--- src/rtl/hdmi_config_sequencer_if.sv ---
// I2C writer handshake between the HDMI config sequencer (master) and the downstream I2C writer (slave).
interface hdmi_config_sequencer_if;
    logic [23:0] i2cData;
    logic        i2cGo;
    logic        i2cComplete;

    modport master (output i2cData, output i2cGo, input i2cComplete);
    modport slave  (input i2cData, input i2cGo, output i2cComplete);
endinterface

--- src/rtl/hdmi_config_sequencer.sv ---
// Walks a fixed 12-entry HDMI transmitter register table through an I2C writer, with timeouts and retries.
// Optional HDMI_HPD_REINIT_EN: adds an hpd input whose rising edge in DONE restarts the whole sequence.
module hdmi_config_sequencer #(
    parameter int unsigned powerUpCycles = 10_000_000,
    parameter int unsigned gapCycles     = 1000,
    parameter int unsigned startTimeout  = 1024,
    parameter int unsigned busyTimeout   = 65536,
    parameter int unsigned maxRetries    = 3
) (
    input  logic                           refClock,
    input  logic                           reset,
`ifdef HDMI_HPD_REINIT_EN
    input  logic                           hpd,
`endif
    hdmi_config_sequencer_if.master        i2c,
    output logic                           configBusy,
    output logic                           configDone,
    output logic                           configError,
    output logic [3:0]                     entryIndex
);

    localparam int unsigned NUM_ENTRIES = 12;
    localparam int unsigned MAX_PG      = (powerUpCycles > gapCycles) ? powerUpCycles : gapCycles;
    localparam int unsigned MAX_SB      = (startTimeout > busyTimeout) ? startTimeout : busyTimeout;
    localparam int unsigned CNT_MAX     = (MAX_PG > MAX_SB) ? MAX_PG : MAX_SB;
    localparam int unsigned CNT_W       = $clog2(CNT_MAX + 1) + 1;
    localparam int unsigned RETRY_W     = $clog2(maxRetries + 1) + 1;

    typedef enum logic [2:0] {
        WAIT_PWR,
        LOAD,
        GO,
        BUSY,
        GAP,
        DONE
    } state_e;

    state_e               state_q;
    logic [CNT_W-1:0]     cnt_q;
    logic [RETRY_W-1:0]   retry_q;
    logic                 retry_pend_q;
    logic [3:0]           idx_q;
    logic [23:0]          data_q;
    logic                 go_q;
    logic                 busy_q;
    logic                 done_q;
    logic                 err_q;
    logic                 retry_left_c;
    logic                 hpd_rise_c;

    function automatic logic [23:0] cfg_word(input logic [3:0] idx);
        case (idx)
            4'd0:    cfg_word = 24'h724110;
            4'd1:    cfg_word = 24'h729803;
            4'd2:    cfg_word = 24'h729AE0;
            4'd3:    cfg_word = 24'h729C30;
            4'd4:    cfg_word = 24'h729D61;
            4'd5:    cfg_word = 24'h72A2A4;
            4'd6:    cfg_word = 24'h72A3A4;
            4'd7:    cfg_word = 24'h72E0D0;
            4'd8:    cfg_word = 24'h72F900;
            4'd9:    cfg_word = 24'h721500;
            4'd10:   cfg_word = 24'h721702;
            4'd11:   cfg_word = 24'h72AF06;
            default: cfg_word = 24'h000000;
        endcase
    endfunction

    assign retry_left_c = (retry_q < RETRY_W'(maxRetries));

`ifdef HDMI_HPD_REINIT_EN
    logic hpd_meta_q;
    logic hpd_sync_q;
    logic hpd_prev_q;

    // Two-flop synchroniser plus a delayed copy for edge detection.
    always_ff @(posedge refClock) begin
        if (reset) begin
            hpd_meta_q <= 1'b0;
            hpd_sync_q <= 1'b0;
            hpd_prev_q <= 1'b0;
        end else begin
            hpd_meta_q <= hpd;
            hpd_sync_q <= hpd_meta_q;
            hpd_prev_q <= hpd_sync_q;
        end
    end

    assign hpd_rise_c = hpd_sync_q & ~hpd_prev_q;
`else
    assign hpd_rise_c = 1'b0;
`endif

    // Sequencer FSM; every output is a register updated on the transition that sets it.
    always_ff @(posedge refClock) begin
        if (reset) begin
            state_q      <= WAIT_PWR;
            cnt_q        <= '0;
            retry_q      <= '0;
            retry_pend_q <= 1'b0;
            idx_q        <= '0;
            data_q       <= '0;
            go_q         <= 1'b0;
            busy_q       <= 1'b0;
            done_q       <= 1'b0;
            err_q        <= 1'b0;
        end else begin
            case (state_q)
                WAIT_PWR: begin
                    if (cnt_q < CNT_W'(powerUpCycles)) begin
                        cnt_q <= cnt_q + CNT_W'(1);
                    end else if (i2c.i2cComplete) begin
                        cnt_q   <= '0;
                        busy_q  <= 1'b1;
                        state_q <= LOAD;
                    end
                end

                LOAD: begin
                    data_q       <= cfg_word(idx_q);
                    if (!retry_pend_q) begin
                        retry_q <= '0;
                    end
                    retry_pend_q <= 1'b0;
                    cnt_q        <= '0;
                    go_q         <= 1'b1;
                    state_q      <= GO;
                end

                // Completion edge is tested before the timeout so a coincident edge wins.
                GO: begin
                    if (!i2c.i2cComplete) begin
                        go_q    <= 1'b0;
                        cnt_q   <= '0;
                        state_q <= BUSY;
                    end else if (cnt_q >= CNT_W'(startTimeout)) begin
                        go_q    <= 1'b0;
                        cnt_q   <= '0;
                        state_q <= GAP;
                        if (retry_left_c) begin
                            retry_q      <= retry_q + RETRY_W'(1);
                            retry_pend_q <= 1'b1;
                        end else begin
                            err_q <= 1'b1;
                        end
                    end else begin
                        cnt_q <= cnt_q + CNT_W'(1);
                    end
                end

                BUSY: begin
                    if (i2c.i2cComplete) begin
                        cnt_q   <= '0;
                        state_q <= GAP;
                    end else if (cnt_q >= CNT_W'(busyTimeout)) begin
                        cnt_q   <= '0;
                        state_q <= GAP;
                        if (retry_left_c) begin
                            retry_q      <= retry_q + RETRY_W'(1);
                            retry_pend_q <= 1'b1;
                        end else begin
                            err_q <= 1'b1;
                        end
                    end else begin
                        cnt_q <= cnt_q + CNT_W'(1);
                    end
                end

                // A pending retry reloads the same entry; otherwise advance or finish.
                GAP: begin
                    if (cnt_q < CNT_W'(gapCycles)) begin
                        cnt_q <= cnt_q + CNT_W'(1);
                    end else begin
                        cnt_q <= '0;
                        if (retry_pend_q) begin
                            state_q <= LOAD;
                        end else if (idx_q == 4'(NUM_ENTRIES - 1)) begin
                            busy_q  <= 1'b0;
                            done_q  <= 1'b1;
                            state_q <= DONE;
                        end else begin
                            idx_q   <= idx_q + 4'd1;
                            state_q <= LOAD;
                        end
                    end
                end

                DONE: begin
                    if (hpd_rise_c) begin
                        idx_q   <= '0;
                        retry_q <= '0;
                        cnt_q   <= '0;
                        done_q  <= 1'b0;
                        err_q   <= 1'b0;
                        state_q <= WAIT_PWR;
                    end
                end

                default: begin
                    go_q    <= 1'b0;
                    busy_q  <= 1'b0;
                    cnt_q   <= '0;
                    state_q <= WAIT_PWR;
                end
            endcase
        end
    end

    assign i2c.i2cData  = data_q;
    assign i2c.i2cGo    = go_q;
    assign configBusy   = busy_q;
    assign configDone   = done_q;
    assign configError  = err_q;
    assign entryIndex   = idx_q;

endmodule

--- src/flat_wrapper.sv ---
// flat-port wrapper written by rule: the top's interface ports become plain ports
module hdmi_config_sequencer_flat 
#(
    parameter int unsigned powerUpCycles = 10_000_000,
    parameter int unsigned gapCycles     = 1000,
    parameter int unsigned startTimeout  = 1024,
    parameter int unsigned busyTimeout   = 65536,
    parameter int unsigned maxRetries    = 3
)
  (refClock, reset, configBusy, configDone, configError, entryIndex, i2c_i2cData, i2c_i2cGo, i2c_i2cComplete);
  hdmi_config_sequencer_if i2c_i ();
  input  logic refClock;
  input  logic reset;
  output logic configBusy;
  output logic configDone;
  output logic configError;
  output logic [3:0] entryIndex;
  output wire logic [$bits(i2c_i.i2cData)-1:0] i2c_i2cData;
  output wire logic [$bits(i2c_i.i2cGo)-1:0] i2c_i2cGo;
  input wire logic [$bits(i2c_i.i2cComplete)-1:0] i2c_i2cComplete;
  assign i2c_i2cData = i2c_i.i2cData;
  assign i2c_i2cGo = i2c_i.i2cGo;
  assign i2c_i.i2cComplete = i2c_i2cComplete;
  hdmi_config_sequencer #(.powerUpCycles(powerUpCycles), .gapCycles(gapCycles), .startTimeout(startTimeout), .busyTimeout(busyTimeout), .maxRetries(maxRetries)) u_core (.refClock(refClock), .reset(reset), .i2c(i2c_i), .configBusy(configBusy), .configDone(configDone), .configError(configError), .entryIndex(entryIndex));
endmodule
--- config.mk ---
export PLATFORM = sky130hd
export DESIGN_NAME = hdmi_config_sequencer_flat
export DESIGN_NICKNAME = d
export VERILOG_FILES = /design/src/rtl/hdmi_config_sequencer_if.sv /design/src/rtl/hdmi_config_sequencer.sv /design/src/flat_wrapper.sv
export SDC_FILE = /design/constraint.sdc
export NUM_CORES = 1
export LEC_CHECK = 0
export CORE_MARGIN = 2
export CORE_UTILIZATION = 54
export DETAILED_ROUTE_END_ITERATION = 16
export DONT_BUFFER_PORTS = 1
export PLACE_DENSITY = 0.77
export SKIP_CTS_REPAIR_TIMING = 1
export SKIP_LAST_GASP = 1
export SYNTH_ARGS = -nofsm -noshare
export SYNTH_HDL_FRONTEND = slang
export SYNTH_SLANG_ARGS = --single-unit
--- constraint.sdc ---
create_clock -name refClock -period 7.5 [get_ports refClock]
set_input_delay 2.25 -clock refClock [delete_from_list [all_inputs] [get_ports refClock]]
set_output_delay 2.25 -clock refClock [all_outputs]
set_load 0.1 [all_outputs]
**Routed metal per tile**

Scale bar: 20 µm. The die is cut into 16 by 16 equal tiles; dark blue is low, red is high, scaled to the fullest tile. Values are wire area over tile area, all layers added.
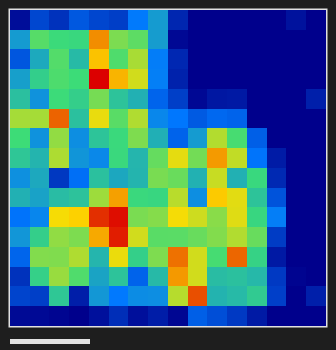
- emptiest ninth of the die: top right
- fullest tile: 0.48
- tiles over half the peak: 29%
- mean over tiles: 0.16
- nearly empty tiles: 24%
via count: 2539
GRT Total Usage: 0.2077
post-detailed-route wirelength per cell: 14.35 µm

**Metal 3**

Scale bar: 20 µm.
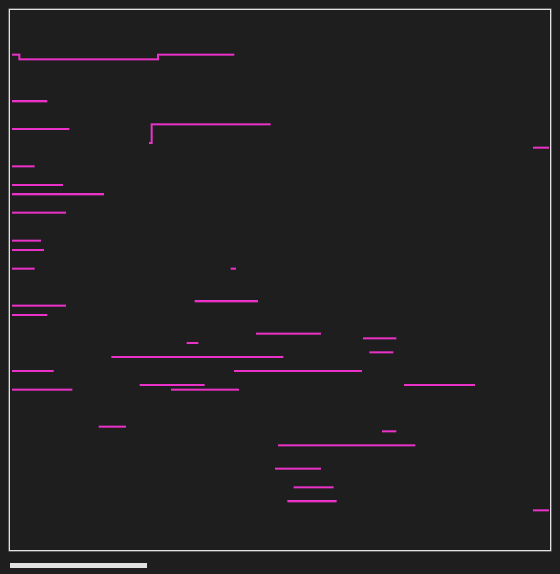
- wire length on this layer: 284 µm
- longest straight run: 24.8 µm
- main direction: horizontal
- share of all routed wire: 4.6%
- nets with wire on the layer: 31
met3 Usage GRT: 0.04205
final WL: 6184 µm

==> run_results.csv <==
group,metric,value,unit
layout,logic_area,1714,µm²
synth,ys_sh_mux,0.03012,
worst_setup_path,startpoint,"i2c_i2cComplete",
synth,ys_sh_simple,0.2611,
global_route,antenna_found_initial,0,
detailed_routing,wl_met2,2988,µm
pwr,clkPwrFrac,0.179,
layout,syn2layout_area_growth,2.186,%
synth,synth_warnings,0,
synth,topCombFamilyByArea,"simple AND/OR/NAND/NOR gates",
sta,setup_violations,0,
synth,ys_chip_area,3033,µm²
place,hpwl,4236,µm
hold_path,min-delay-start,"u_core.retry_pend_q$_SDFFE_PP0P_",
global_route,grt_max_degree,33,
layout,nNetsFinal,370,
run_status,status,"finished, final reports clean",
sta,fin_crit,4112,ps
worst_setup_path,cpLargestDelayFamily,"simple AND/OR/NAND/NOR gates",
global_route,busiest_layer,"met2",
sta,slew_viol_final,0,
layout,sh_seq_area,0.3633,
worst_setup_path,cp-end-kind,"flip-flop",
detailed_routing,route.detailed.drc,0,
synth,postSynth.asyncResetShare,0,
worst_setup_path,cpMostUsedCell,"or4_4",
layout,antenna_cells,0,
clocking,htree_levels,2,
pwr,power_leader,"registers",
sta,finalHoldViolCount,0,
**The clock network**

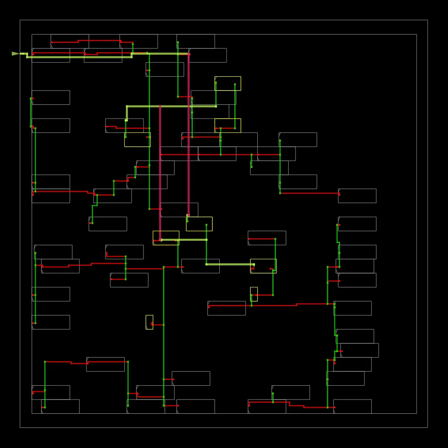
Fin Clk Skew: 10.30 ps
P_clk: 0.000169 W
Clk Latency, worst-skew pair: 310 ps

**M1 wires**

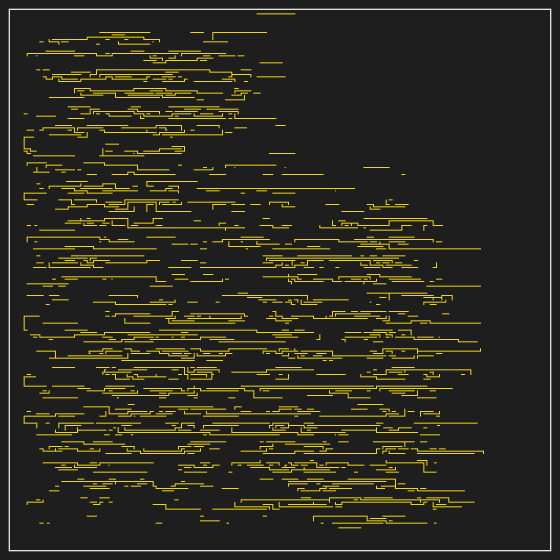
- share of all routed wire: 46%
- wire length on this layer: 2860 µm
- main direction: horizontal
- longest straight run: 23.0 µm
GR Util met1: 0.2647

Power figures rest on the tool's default switching activity, not on a simulated workload.
